### src/rtl/traffic_lamp_monitor.sv
// ============================================================================
// Module      : traffic_lamp_monitor
// Description : Independent lamp-side safety checker for the two-road
//               intersection controller. Tracks the expected phase sequence
//               and raises sticky faults for illegal codes, conflicting
//               greens/yellows, out-of-order transitions, dwell violations
//               and enable mismatches. fault_any requests fail-safe flashing.
// Revision    : 1.0 - initial release
// ============================================================================
`default_nettype none

module traffic_lamp_monitor #(
  parameter int YEL_MIN = 2,
  parameter int YEL_MAX = 8,
  parameter int GRN_MIN = 8,
  parameter int GRN_MAX = 16,
  parameter int DW_W    = 6,
  parameter int CNT_W   = 16
) (
  input  logic             clk,
  input  logic             rst_n,
  input  logic [2:0]       road1_in,
  input  logic [2:0]       road2_in,
  input  logic             en_in,
  input  logic             clear,
  output logic [2:0]       phase,
  output logic             f_code,
  output logic             f_conflict,
  output logic             f_seq,
  output logic             f_dwell,
  output logic             f_en,
  output logic             fault_any,
  output logic [CNT_W-1:0] cycle_cnt
);

  typedef enum logic [2:0] {
    S_IDLE = 3'd0,
    S_Y1A  = 3'd1,
    S_G1   = 3'd2,
    S_Y1B  = 3'd3,
    S_Y2A  = 3'd4,
    S_G2   = 3'd5,
    S_Y2B  = 3'd6,
    S_SYNC = 3'd7
  } phase_t;

  // Lamp codes
  localparam logic [2:0] c_RED = 3'b001;
  localparam logic [2:0] c_YEL = 3'b010;
  localparam logic [2:0] c_GRN = 3'b100;

  // Identifiers for the five legal lamp pairs (road1/road2)
  localparam logic [2:0] c_P_RR  = 3'd0;
  localparam logic [2:0] c_P_YR  = 3'd1;
  localparam logic [2:0] c_P_GR  = 3'd2;
  localparam logic [2:0] c_P_RY  = 3'd3;
  localparam logic [2:0] c_P_RG  = 3'd4;
  localparam logic [2:0] c_P_BAD = 3'd7;

  localparam logic [DW_W-1:0]  c_YEL_MIN = DW_W'(YEL_MIN);
  localparam logic [DW_W-1:0]  c_YEL_MAX = DW_W'(YEL_MAX);
  localparam logic [DW_W-1:0]  c_GRN_MIN = DW_W'(GRN_MIN);
  localparam logic [DW_W-1:0]  c_GRN_MAX = DW_W'(GRN_MAX);
  localparam logic [DW_W-1:0]  c_DW_ONE  = DW_W'(1);
  localparam logic [CNT_W-1:0] c_CNT_ONE = CNT_W'(1);

  phase_t           r_phase;
  logic [DW_W-1:0]  r_dwell;
  logic [CNT_W-1:0] r_cycle_cnt;
  logic             r_f_code;
  logic             r_f_conflict;
  logic             r_f_seq;
  logic             r_f_dwell;
  logic             r_f_en;

  logic             w_ok1;
  logic             w_ok2;
  logic             w_rr;
  logic             w_new_code;
  logic             w_new_conf;
  logic             w_new_en;
  logic [2:0]       w_pair;
  logic [2:0]       w_hold;
  logic [2:0]       w_next;
  phase_t           w_adv;
  logic             w_timed;
  logic [DW_W-1:0]  w_min;
  logic [DW_W-1:0]  w_max;
  logic [DW_W-1:0]  w_dwell_inc;
  phase_t           w_next_phase;
  logic             w_new_seq;
  logic             w_new_dwell;
  logic             w_cycle_done;

  assign w_ok1 = (road1_in == c_RED) || (road1_in == c_YEL) || (road1_in == c_GRN);
  assign w_ok2 = (road2_in == c_RED) || (road2_in == c_YEL) || (road2_in == c_GRN);
  assign w_rr  = (road1_in == c_RED) && (road2_in == c_RED);

  // Code and conflict faults are independent of the tracked phase
  assign w_new_code = !(w_ok1 && w_ok2);
  assign w_new_conf = w_ok1 && w_ok2 && (road1_in != c_RED) && (road2_in != c_RED);
  // The controller must enable exactly when some lamp is not red
  assign w_new_en   = (en_in != !w_rr);

  assign w_dwell_inc = (&r_dwell) ? r_dwell : (r_dwell + c_DW_ONE);

  // Classify the sampled lamp pair
  always_comb begin
    w_pair = c_P_BAD;
    if (w_rr)                                         w_pair = c_P_RR;
    else if (road1_in == c_YEL && road2_in == c_RED)  w_pair = c_P_YR;
    else if (road1_in == c_GRN && road2_in == c_RED)  w_pair = c_P_GR;
    else if (road1_in == c_RED && road2_in == c_YEL)  w_pair = c_P_RY;
    else if (road1_in == c_RED && road2_in == c_GRN)  w_pair = c_P_RG;
  end

  // Per-phase hold pair, advance pair, successor phase and dwell limits
  always_comb begin
    w_hold  = c_P_BAD;
    w_next  = c_P_BAD;
    w_adv   = S_SYNC;
    w_timed = 1'b0;
    w_min   = '0;
    w_max   = '0;
    case (r_phase)
      S_IDLE: begin w_hold = c_P_RR; w_next = c_P_YR; w_adv = S_Y1A; end
      S_Y1A:  begin w_hold = c_P_YR; w_next = c_P_GR; w_adv = S_G1;
                    w_timed = 1'b1; w_min = c_YEL_MIN; w_max = c_YEL_MAX; end
      S_G1:   begin w_hold = c_P_GR; w_next = c_P_YR; w_adv = S_Y1B;
                    w_timed = 1'b1; w_min = c_GRN_MIN; w_max = c_GRN_MAX; end
      S_Y1B:  begin w_hold = c_P_YR; w_next = c_P_RY; w_adv = S_Y2A;
                    w_timed = 1'b1; w_min = c_YEL_MIN; w_max = c_YEL_MAX; end
      S_Y2A:  begin w_hold = c_P_RY; w_next = c_P_RG; w_adv = S_G2;
                    w_timed = 1'b1; w_min = c_YEL_MIN; w_max = c_YEL_MAX; end
      S_G2:   begin w_hold = c_P_RG; w_next = c_P_RY; w_adv = S_Y2B;
                    w_timed = 1'b1; w_min = c_GRN_MIN; w_max = c_GRN_MAX; end
      S_Y2B:  begin w_hold = c_P_RY; w_next = c_P_RR; w_adv = S_IDLE;
                    w_timed = 1'b1; w_min = c_YEL_MIN; w_max = c_YEL_MAX; end
      default: ;
    endcase
  end

  // Next phase plus sequence/dwell fault detection; code faults dominate
  always_comb begin
    w_next_phase = r_phase;
    w_new_seq    = 1'b0;
    w_new_dwell  = 1'b0;
    w_cycle_done = 1'b0;
    if (w_new_code || w_new_conf) begin
      w_next_phase = S_SYNC;
    end else if (r_phase == S_SYNC) begin
      if (w_rr) w_next_phase = S_IDLE;
    end else if (w_pair == w_hold) begin
      // Holding too long: the controller is stuck, resynchronise
      if (w_timed && (w_dwell_inc >= w_max)) begin
        w_new_dwell  = 1'b1;
        w_next_phase = S_SYNC;
      end
    end else if (w_pair == w_next) begin
      // Leaving too early is flagged but the sequence is still followed
      if (w_timed && (r_dwell < w_min)) w_new_dwell = 1'b1;
      w_next_phase = w_adv;
      w_cycle_done = (r_phase == S_Y2B);
    end else begin
      w_new_seq    = 1'b1;
      w_next_phase = S_SYNC;
    end
  end

  // Phase tracker, dwell counter, sticky flags and cycle counter
  always_ff @(posedge clk or negedge rst_n) begin
    if (!rst_n) begin
      r_phase      <= S_SYNC;
      r_dwell      <= '0;
      r_cycle_cnt  <= '0;
      r_f_code     <= 1'b0;
      r_f_conflict <= 1'b0;
      r_f_seq      <= 1'b0;
      r_f_dwell    <= 1'b0;
      r_f_en       <= 1'b0;
    end else begin
      r_phase      <= w_next_phase;
      r_dwell      <= (w_next_phase != r_phase) ? c_DW_ONE : w_dwell_inc;
      if (w_cycle_done) r_cycle_cnt <= r_cycle_cnt + c_CNT_ONE;
      // A fault detected on the clearing edge still sets its flag
      r_f_code     <= (r_f_code     && !clear) || w_new_code;
      r_f_conflict <= (r_f_conflict && !clear) || w_new_conf;
      r_f_seq      <= (r_f_seq      && !clear) || w_new_seq;
      r_f_dwell    <= (r_f_dwell    && !clear) || w_new_dwell;
      r_f_en       <= (r_f_en       && !clear) || w_new_en;
    end
  end

  assign phase      = r_phase;
  assign f_code     = r_f_code;
  assign f_conflict = r_f_conflict;
  assign f_seq      = r_f_seq;
  assign f_dwell    = r_f_dwell;
  assign f_en       = r_f_en;
  assign fault_any  = r_f_code | r_f_conflict | r_f_seq | r_f_dwell | r_f_en;
  assign cycle_cnt  = r_cycle_cnt;

endmodule

`default_nettype wire

### config.mk
export PLATFORM = sky130hd
export DESIGN_NAME = traffic_lamp_monitor
export DESIGN_NICKNAME = d
export VERILOG_FILES = /design/src/rtl/traffic_lamp_monitor.sv
export SDC_FILE = /design/constraint.sdc
export NUM_CORES = 1
export LEC_CHECK = 0
export CORE_ASPECT_RATIO = 1.5
export CORE_UTILIZATION = 51
export CTS_CLUSTER_DIAMETER = 30
export DETAILED_ROUTE_END_ITERATION = 16
export PLACE_DENSITY = 0.74
export RECOVER_POWER = 100
export SLEW_MARGIN = 20
export SYNTH_ARGS = -nofsm -noshare
export SYNTH_HDL_FRONTEND = slang
export SYNTH_SLANG_ARGS = --single-unit
### constraint.sdc
create_clock -name clk -period 9.8 [get_ports clk]
set_clock_uncertainty 0.2 [all_clocks]
set_input_delay 1.96 -clock clk [delete_from_list [all_inputs] [get_ports clk]]
set_output_delay 1.96 -clock clk [all_outputs]
set_load 0.01 [all_outputs]
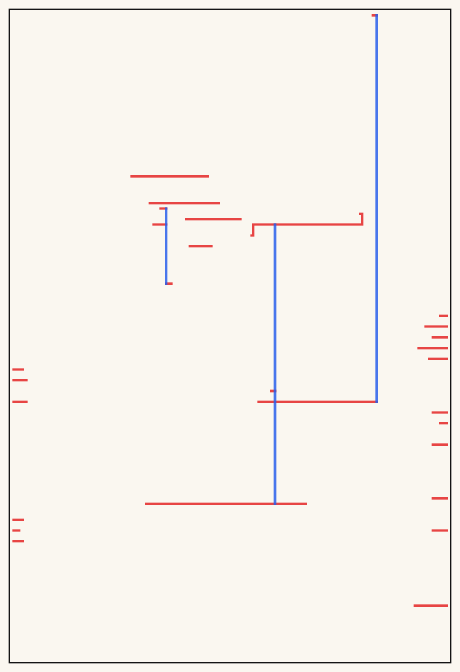
layers.png
Two of the layers only.
color	layer	wire length
red	M3	114 um
blue	M4	93.8 um
Vias: 1,876
GR Util All Layers: 21.07%
total detailed-routing wirelength: 4.625 mm
DR WL/cell: 14.87 um

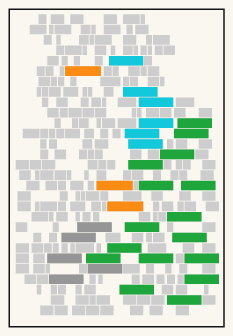
ff_map.png
color	netlist name	placed flops
cyan	r_dwell	6
green	cycle_cnt	16
orange	phase	3
not colored	5
fraction of area in registers: 29.23%
register area: 754.5 um^2
Seq. pwr: 158 uW
fin util: 61.33%

==> flow_summary_export.csv <==
group,metric,value,unit
setup_path,endpoint,"r_dwell[0]",
global_route,grt_pass1_vias,1660,
synth,simple_gate_area_share,26.05,%
status,violations,"max-capacitance violations, max-slew violations",
pwr,ir_worst_vdd,125.8,uV
setup_path,crit_family,"simple AND/OR/NAND/NOR gates",
finish,lay_top_cells,"dfrtp_1, dlygate4sd3_1, xnor2_1",
pwr,p_sw,117.2,uW
die,initial_core_util,52.50,%
global_route,grt_overflow_total,0,
setup_path,start_kind,"input port",
synth,syn_area_per_cell,9.403,um^2
timing,fmax,181.9,MHz
pwr,intPower,239.7,uW
finish,nFillCells,376,
finish,final-clk-cell-share,3.539,%
route,drt_iter0_markers,41,
synth,xor_share,10.70,%
setup_path,critical_path_required,9760,ps
placed_design,dpl.hpwl,3.528,mm
finish,largest_class,"logic gates",
timing,slew_violations,31,
setup_path,rr_worst_depth,9,
synth,synth.net_count,254,
finish,logic_area,1296,um^2
pwr,powerComb,97.8,uW
route,postRouteAntennaNets,0,
die,die_w,55.75,um
global_route,grt_pass1_wl,7.569,mm
die,die_h,82.62,um
die,die_area,4605,um^2
finish,buffers,35,
timing,maxSlewHeadroom,-4.416,%
pwr,p_leak,1.132,nW
die,well_tap_count,46,
finish,synthToLayoutAreaGrowth,16.82,%
pwr,p_sw_share,32.83,%
synth,async_flop_share,100.0,%
timing,rsz0062_at_grt,"false",
synth,ys_seq_elements,30,
timing,finalCriticalPeriod,5499,ps
synth,synth_cell_types,62,
finish,largest_reg_flops,16,
setup_path,crit_type,"in2reg",
setup_path,r2r-start,"phase[2]",
synth,yosysTopAreaCellShare,30.58,%
status,status,"complete, but fails checks",
setup_path,slowest_delay,730,ps
setup_path,crit_slowest_cell,"nor4b_1",
flow_run,cap_violations,1,
clocking,postCtsSetupBuffers,0,
die,rows,29,
synth,yosysMostFrequentCell,"dfrtp_1",
setup_path,worst-path-stages,9,
setup_path,arrival,5460,ps
finish,inv_count,10,
setup_path,crit_fanout,13,
finish,comb_cells,182,
flow_run,warning_count,29,
min_path,hold_depth,1,
-- stage by stage --
step           instances  setup WS (ps)  hold WS (ps)
2_1_floorplan        235           5651         307.6
3_3_place_gp         303           4857         261.1
3_5_place_dp         303           4726         264.1
4_1_cts              311           4994         277.0
5_1_grt              311           4124         293.8
6_report             311           4301         267.2
-- cell families after synthesis --
logic type,after synthesis
XOR/XNOR,27
adder cells (fa/ha/maj),10
AND-OR/OR-AND,48
multiplexers,4
AND/OR/NAND/NOR,93
flip-flops,30
buffers and inverters,23
-- metal layers --
metal,up-vias,global-route usage [%],part of all wire (%)
met5,-,0,0
met3,8,3.271,2.5
met1,913,23.24,40
li1,919,-,-
met4,0,9.500,2.0
met2,36,39.88,55
Power is estimated from default activity; no workload was simulated.
